===== src/rtl/mem_arbiter_pkg.sv =====
// Purpose: shared types and constants for the unified-memory arbiter.
// Latency: n/a (declarations only).
// Backpressure: n/a.
//   ARB_STATE_LEN / arb_state_t : arbiter FSM encoding (IDLE, ACCESS, RESP)
//   arb_port_t                  : requester ids (instruction fetch, data)
//   arb_cnt_width()             : access-counter width for a given latency
package mem_arbiter_pkg;

  localparam int ARB_STATE_LEN = 2;

  typedef enum logic [ARB_STATE_LEN-1:0] {
    ARB_IDLE   = 2'd0,
    ARB_ACCESS = 2'd1,
    ARB_RESP   = 2'd2
  } arb_state_t;

  typedef enum logic {
    ARB_PORT_I = 1'b0,
    ARB_PORT_D = 1'b1
  } arb_port_t;

  // The counter only has to hold MEM_LAT-1, but never shrink below one bit
  // so that MEM_LAT = 1 still has a legal (always-zero) counter.
  function automatic int arb_cnt_width(input int lat);
    return (lat <= 1) ? 1 : $clog2(lat);
  endfunction

endpackage


===== src/rtl/mem_arbiter_rr2.sv =====
// Purpose: 2-way round-robin picker between fetch and data requesters.
// Latency: combinational, zero cycles.
// Backpressure: none; the caller decides when the pick is consumed.
//   i_req, d_req : request levels from the two ports
//   last         : port that won the previous arbitration
//   winner       : chosen port (only meaningful when any = 1)
//   any          : at least one request is present
module arb_rr2
  import mem_arbiter_pkg::*;
(
  input  logic      i_req,
  input  logic      d_req,
  input  arb_port_t last,
  output arb_port_t winner,
  output logic      any
);

  always_comb begin
    any = i_req | d_req;
    if (i_req && d_req) begin
      // Tie: the port that did not win last time goes first.
      winner = (last == ARB_PORT_D) ? ARB_PORT_I : ARB_PORT_D;
    end else if (d_req) begin
      winner = ARB_PORT_D;
    end else begin
      winner = ARB_PORT_I;
    end
  end

endmodule


===== src/rtl/mem_arbiter.sv =====
// Purpose: shares one single-ported memory between instruction fetch and data ports.
// Latency: request sampled in IDLE -> valid MEM_LAT+1 cycles later; one transaction per MEM_LAT+2 cycles.
// Backpressure: a requester holds req/addr/we/wdata until its gnt; requests seen while busy simply wait.
//   clk, rst_n                         : clock, async active-low reset
//   i_req/i_addr -> i_gnt/i_valid/i_rdata : read-only fetch port
//   d_req/d_we/d_addr/d_wdata -> d_gnt/d_valid/d_rdata : load/store port
//   mem_en/mem_we/mem_addr/mem_wdata <- mem_rdata : memory side, rdata valid in last ACCESS cycle
//   busy                               : arbiter not in IDLE
module mem_arbiter
  import mem_arbiter_pkg::*;
#(
  parameter int ADDR_W  = 32,
  parameter int DATA_W  = 32,
  parameter int MEM_LAT = 2
) (
  input  logic              clk,
  input  logic              rst_n,
  input  logic              i_req,
  input  logic [ADDR_W-1:0] i_addr,
  output logic              i_gnt,
  output logic              i_valid,
  output logic [DATA_W-1:0] i_rdata,
  input  logic              d_req,
  input  logic              d_we,
  input  logic [ADDR_W-1:0] d_addr,
  input  logic [DATA_W-1:0] d_wdata,
  output logic              d_gnt,
  output logic              d_valid,
  output logic [DATA_W-1:0] d_rdata,
  output logic              mem_en,
  output logic              mem_we,
  output logic [ADDR_W-1:0] mem_addr,
  output logic [DATA_W-1:0] mem_wdata,
  input  logic [DATA_W-1:0] mem_rdata,
  output logic              busy
);

  localparam int               CNT_W    = arb_cnt_width(MEM_LAT);
  localparam logic [CNT_W-1:0] CNT_LOAD = CNT_W'(MEM_LAT - 1);

  arb_state_t        state;
  arb_state_t        state_nxt;
  arb_port_t         last;
  arb_port_t         winner;
  arb_port_t         port_q;
  logic              any;
  logic [CNT_W-1:0]  cnt;
  logic [ADDR_W-1:0] addr_q;
  logic              we_q;
  logic [DATA_W-1:0] wdata_q;
  logic [DATA_W-1:0] i_rdata_q;
  logic [DATA_W-1:0] d_rdata_q;
  logic              first_cyc;
  logic              last_cyc;
  logic              take;

  arb_rr2 u_rr2 (
    .i_req  (i_req),
    .d_req  (d_req),
    .last   (last),
    .winner (winner),
    .any    (any)
  );

  // The counter is loaded on entry and counts down, so its load value marks
  // the first ACCESS cycle (grant) and zero marks the last (data capture).
  // With MEM_LAT = 1 both coincide.
  assign first_cyc = (cnt == CNT_LOAD);
  assign last_cyc  = (cnt == '0);
  assign take      = (state == ARB_IDLE) && any;

  // ---------------- state register ----------------
  always_ff @(posedge clk or negedge rst_n) begin
    if (!rst_n) begin
      state <= ARB_IDLE;
    end else begin
      state <= state_nxt;
    end
  end

  // ---------------- next-state logic ----------------
  always_comb begin
    state_nxt = state;
    case (state)
      ARB_IDLE:   if (any) state_nxt = ARB_ACCESS;
      ARB_ACCESS: if (last_cyc) state_nxt = ARB_RESP;
      ARB_RESP:   state_nxt = ARB_IDLE;
      default:    state_nxt = ARB_IDLE;
    endcase
  end

  // ---------------- transaction registers ----------------
  always_ff @(posedge clk or negedge rst_n) begin
    if (!rst_n) begin
      last      <= ARB_PORT_D;  // first tie after reset goes to fetch
      port_q    <= ARB_PORT_I;
      addr_q    <= '0;
      we_q      <= 1'b0;
      wdata_q   <= '0;
      cnt       <= '0;
      i_rdata_q <= '0;
      d_rdata_q <= '0;
    end else begin
      if (take) begin
        last    <= winner;
        port_q  <= winner;
        cnt     <= CNT_LOAD;
        if (winner == ARB_PORT_D) begin
          addr_q  <= d_addr;
          we_q    <= d_we;
          wdata_q <= d_wdata;
        end else begin
          addr_q  <= i_addr;
          we_q    <= 1'b0;
          wdata_q <= '0;
        end
      end else if (state == ARB_ACCESS) begin
        if (!last_cyc) begin
          cnt <= cnt - 1'b1;
        end else if (!we_q) begin
          // Stores leave the data port's read register untouched.
          if (port_q == ARB_PORT_D) begin
            d_rdata_q <= mem_rdata;
          end else begin
            i_rdata_q <= mem_rdata;
          end
        end
      end
    end
  end

  // ---------------- outputs (state and latched registers only) ----------------
  always_comb begin
    i_gnt     = 1'b0;
    d_gnt     = 1'b0;
    i_valid   = 1'b0;
    d_valid   = 1'b0;
    mem_en    = 1'b0;
    mem_we    = 1'b0;
    mem_addr  = '0;
    mem_wdata = '0;
    busy      = (state != ARB_IDLE);
    case (state)
      ARB_ACCESS: begin
        mem_en    = 1'b1;
        mem_we    = we_q;
        mem_addr  = addr_q;
        mem_wdata = wdata_q;
        i_gnt     = first_cyc && (port_q == ARB_PORT_I);
        d_gnt     = first_cyc && (port_q == ARB_PORT_D);
      end
      ARB_RESP: begin
        i_valid = (port_q == ARB_PORT_I);
        d_valid = (port_q == ARB_PORT_D);
      end
      default: ;
    endcase
  end

  assign i_rdata = i_rdata_q;
  assign d_rdata = d_rdata_q;

endmodule


===== config.mk =====
export PLATFORM = sky130hd
export DESIGN_NAME = mem_arbiter
export DESIGN_NICKNAME = d
export VERILOG_FILES = /design/src/rtl/mem_arbiter_pkg.sv /design/src/rtl/mem_arbiter_rr2.sv /design/src/rtl/mem_arbiter.sv
export SDC_FILE = /design/constraint.sdc
export NUM_CORES = 1
export LEC_CHECK = 0
export CAP_MARGIN = 10
export CORE_MARGIN = 3
export CORE_UTILIZATION = 42
export CTS_CLUSTER_DIAMETER = 200
export DETAILED_ROUTE_END_ITERATION = 8
export GPL_ROUTABILITY_DRIVEN = 0
export PLACE_DENSITY = 0.84
export SETUP_SLACK_MARGIN = 0.5
export SLEW_MARGIN = 10
export SYNTH_ARGS = -nofsm -noshare
export SYNTH_HDL_FRONTEND = slang
export SYNTH_SLANG_ARGS = --single-unit

===== constraint.sdc =====
create_clock -name clk -period 2.2 [get_ports clk]
set_input_delay 0.33 -clock clk [delete_from_list [all_inputs] [get_ports clk]]
set_output_delay 0.33 -clock clk [all_outputs]
set_load 0.02 [all_outputs]

**Gate-type map**

Bar = 20 um.
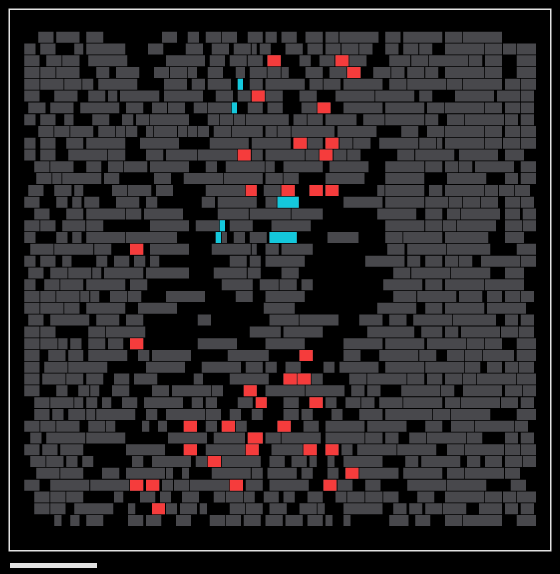
- AND-OR and OR-AND gates: red (cells 36; most used a22o_1)
- NAND gates: cyan (cells 6; most used nand2_1)
multi-input gate share of total cell area: 25.15%
Post-Layout Cell Count: 905
Commonest Layout Cell: dfrtp_1

==> metrics.cfg <==
[floorplan]
dieArea_mm2 = 0.01552
die_width_um = 124.6
taps = 176
rows = 42

[logic_synthesis]
simple_gate_area_share_pct = 8.475
ys_seq_share_pct = 56.80
synth_cells = 407
postSynthAreaPerCell_um2 = 14.51
common_cells = 133 x dfrtp_1, 95 x mux2_2, 65 x and2_1, 33 x a22o_1, 30 x mux2_4
synth.yosys.warnings = 0
synthMostInstantiatedCell = dfrtp_1
yosys_area_mm2 = 0.005906
syn-cell-area_mm2 = 0.005906

[power_and_ir_drop]
vdd.ir_drop.worst_mv = 0.6648
p_comb_share_pct = 54.9
powerDensity_mw_per_mm2 = 1597
pwr-share-clk_pct = 17.4
leakage_uw = 0.004797

[clocking]
cts_tree = done
postCtsSetupBuffers = 13
cts.hold.buffers_added = 1

[timing]
drv_slew = 0
max_slew_margin_pct = 68.75
clock.fmax_mhz = 501.4
rsz0062_at_grt = yes

[detailed_routing]
first_pass_iters = 4
met1_length_mm = 7.371
drc = 0
drt_wl_total_mm = 18.99
met2_length_mm = 9.945
wire_per_inst_um = 20.98

[global_route]
grt_most_used_layer = met2
grt_max_degree = 70
antenna_found_initial = 0
use_met1_pct = 26.75
use_met2_pct = 39.31

[critical_path]
slowest_stage = dfrtp_1
max_stage_delay_ns = 0.38
startpoint_type = register

[placement]
port-buffer-count = 267
placed_area_mm2 = 0.008867

[finish]
drive_above_1_share_pct = 44.86
regArea_mm2 = 0.003356
seq_area_share_pct = 33.14
buffers = 316
mostFrequentLayoutCells = 132 x dfrtp_1, 131 x clkdlybuf4s50_1, 86 x mux2_2
dominant-cell-class = non-clock buffers

[outcome]
run_status = finished clean

[flow_run]
maxCapViolations = 0
warnings = 28

**Clock nets**

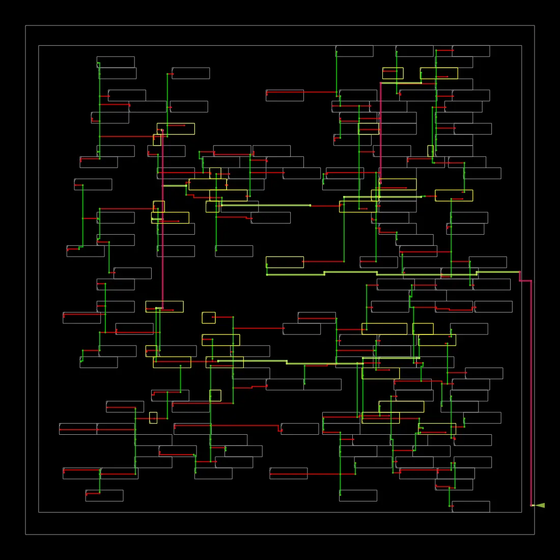
CTS buffer count: 17
clkbuf count: 21

## worst paths after layout
path	start	cells past startpoint	to	slack [ns]
setup / recovery	state[1]	7	mem_wdata[5]	0.21
hold / removal	rst_n	2	i_rdata[28]	0.43
setup reg to reg	state[1]	9	d_rdata[27]	0.30
hold reg to reg	wdata_q[15]	1	wdata_q[15]	0.49
max in group asynchronous	rst_n	3	last	1.08
min in group clk	wdata_q[15]	1	wdata_q[15]	0.49
## power groups by stage
stage | combinational [uW] | sequential, uW | clock (uW)
2_1_floorplan | 3480 | 5030 | 0
3_3_place_gp | 7500 | 4360 | 0
3_5_place_dp | 7640 | 4470 | 0
4_1_cts | 8170 | 4450 | 2860
5_1_grt | 9340 | 4620 | 2980
6_report | 8870 | 4480 | 2820
Power and IR drop assume default switching activity.
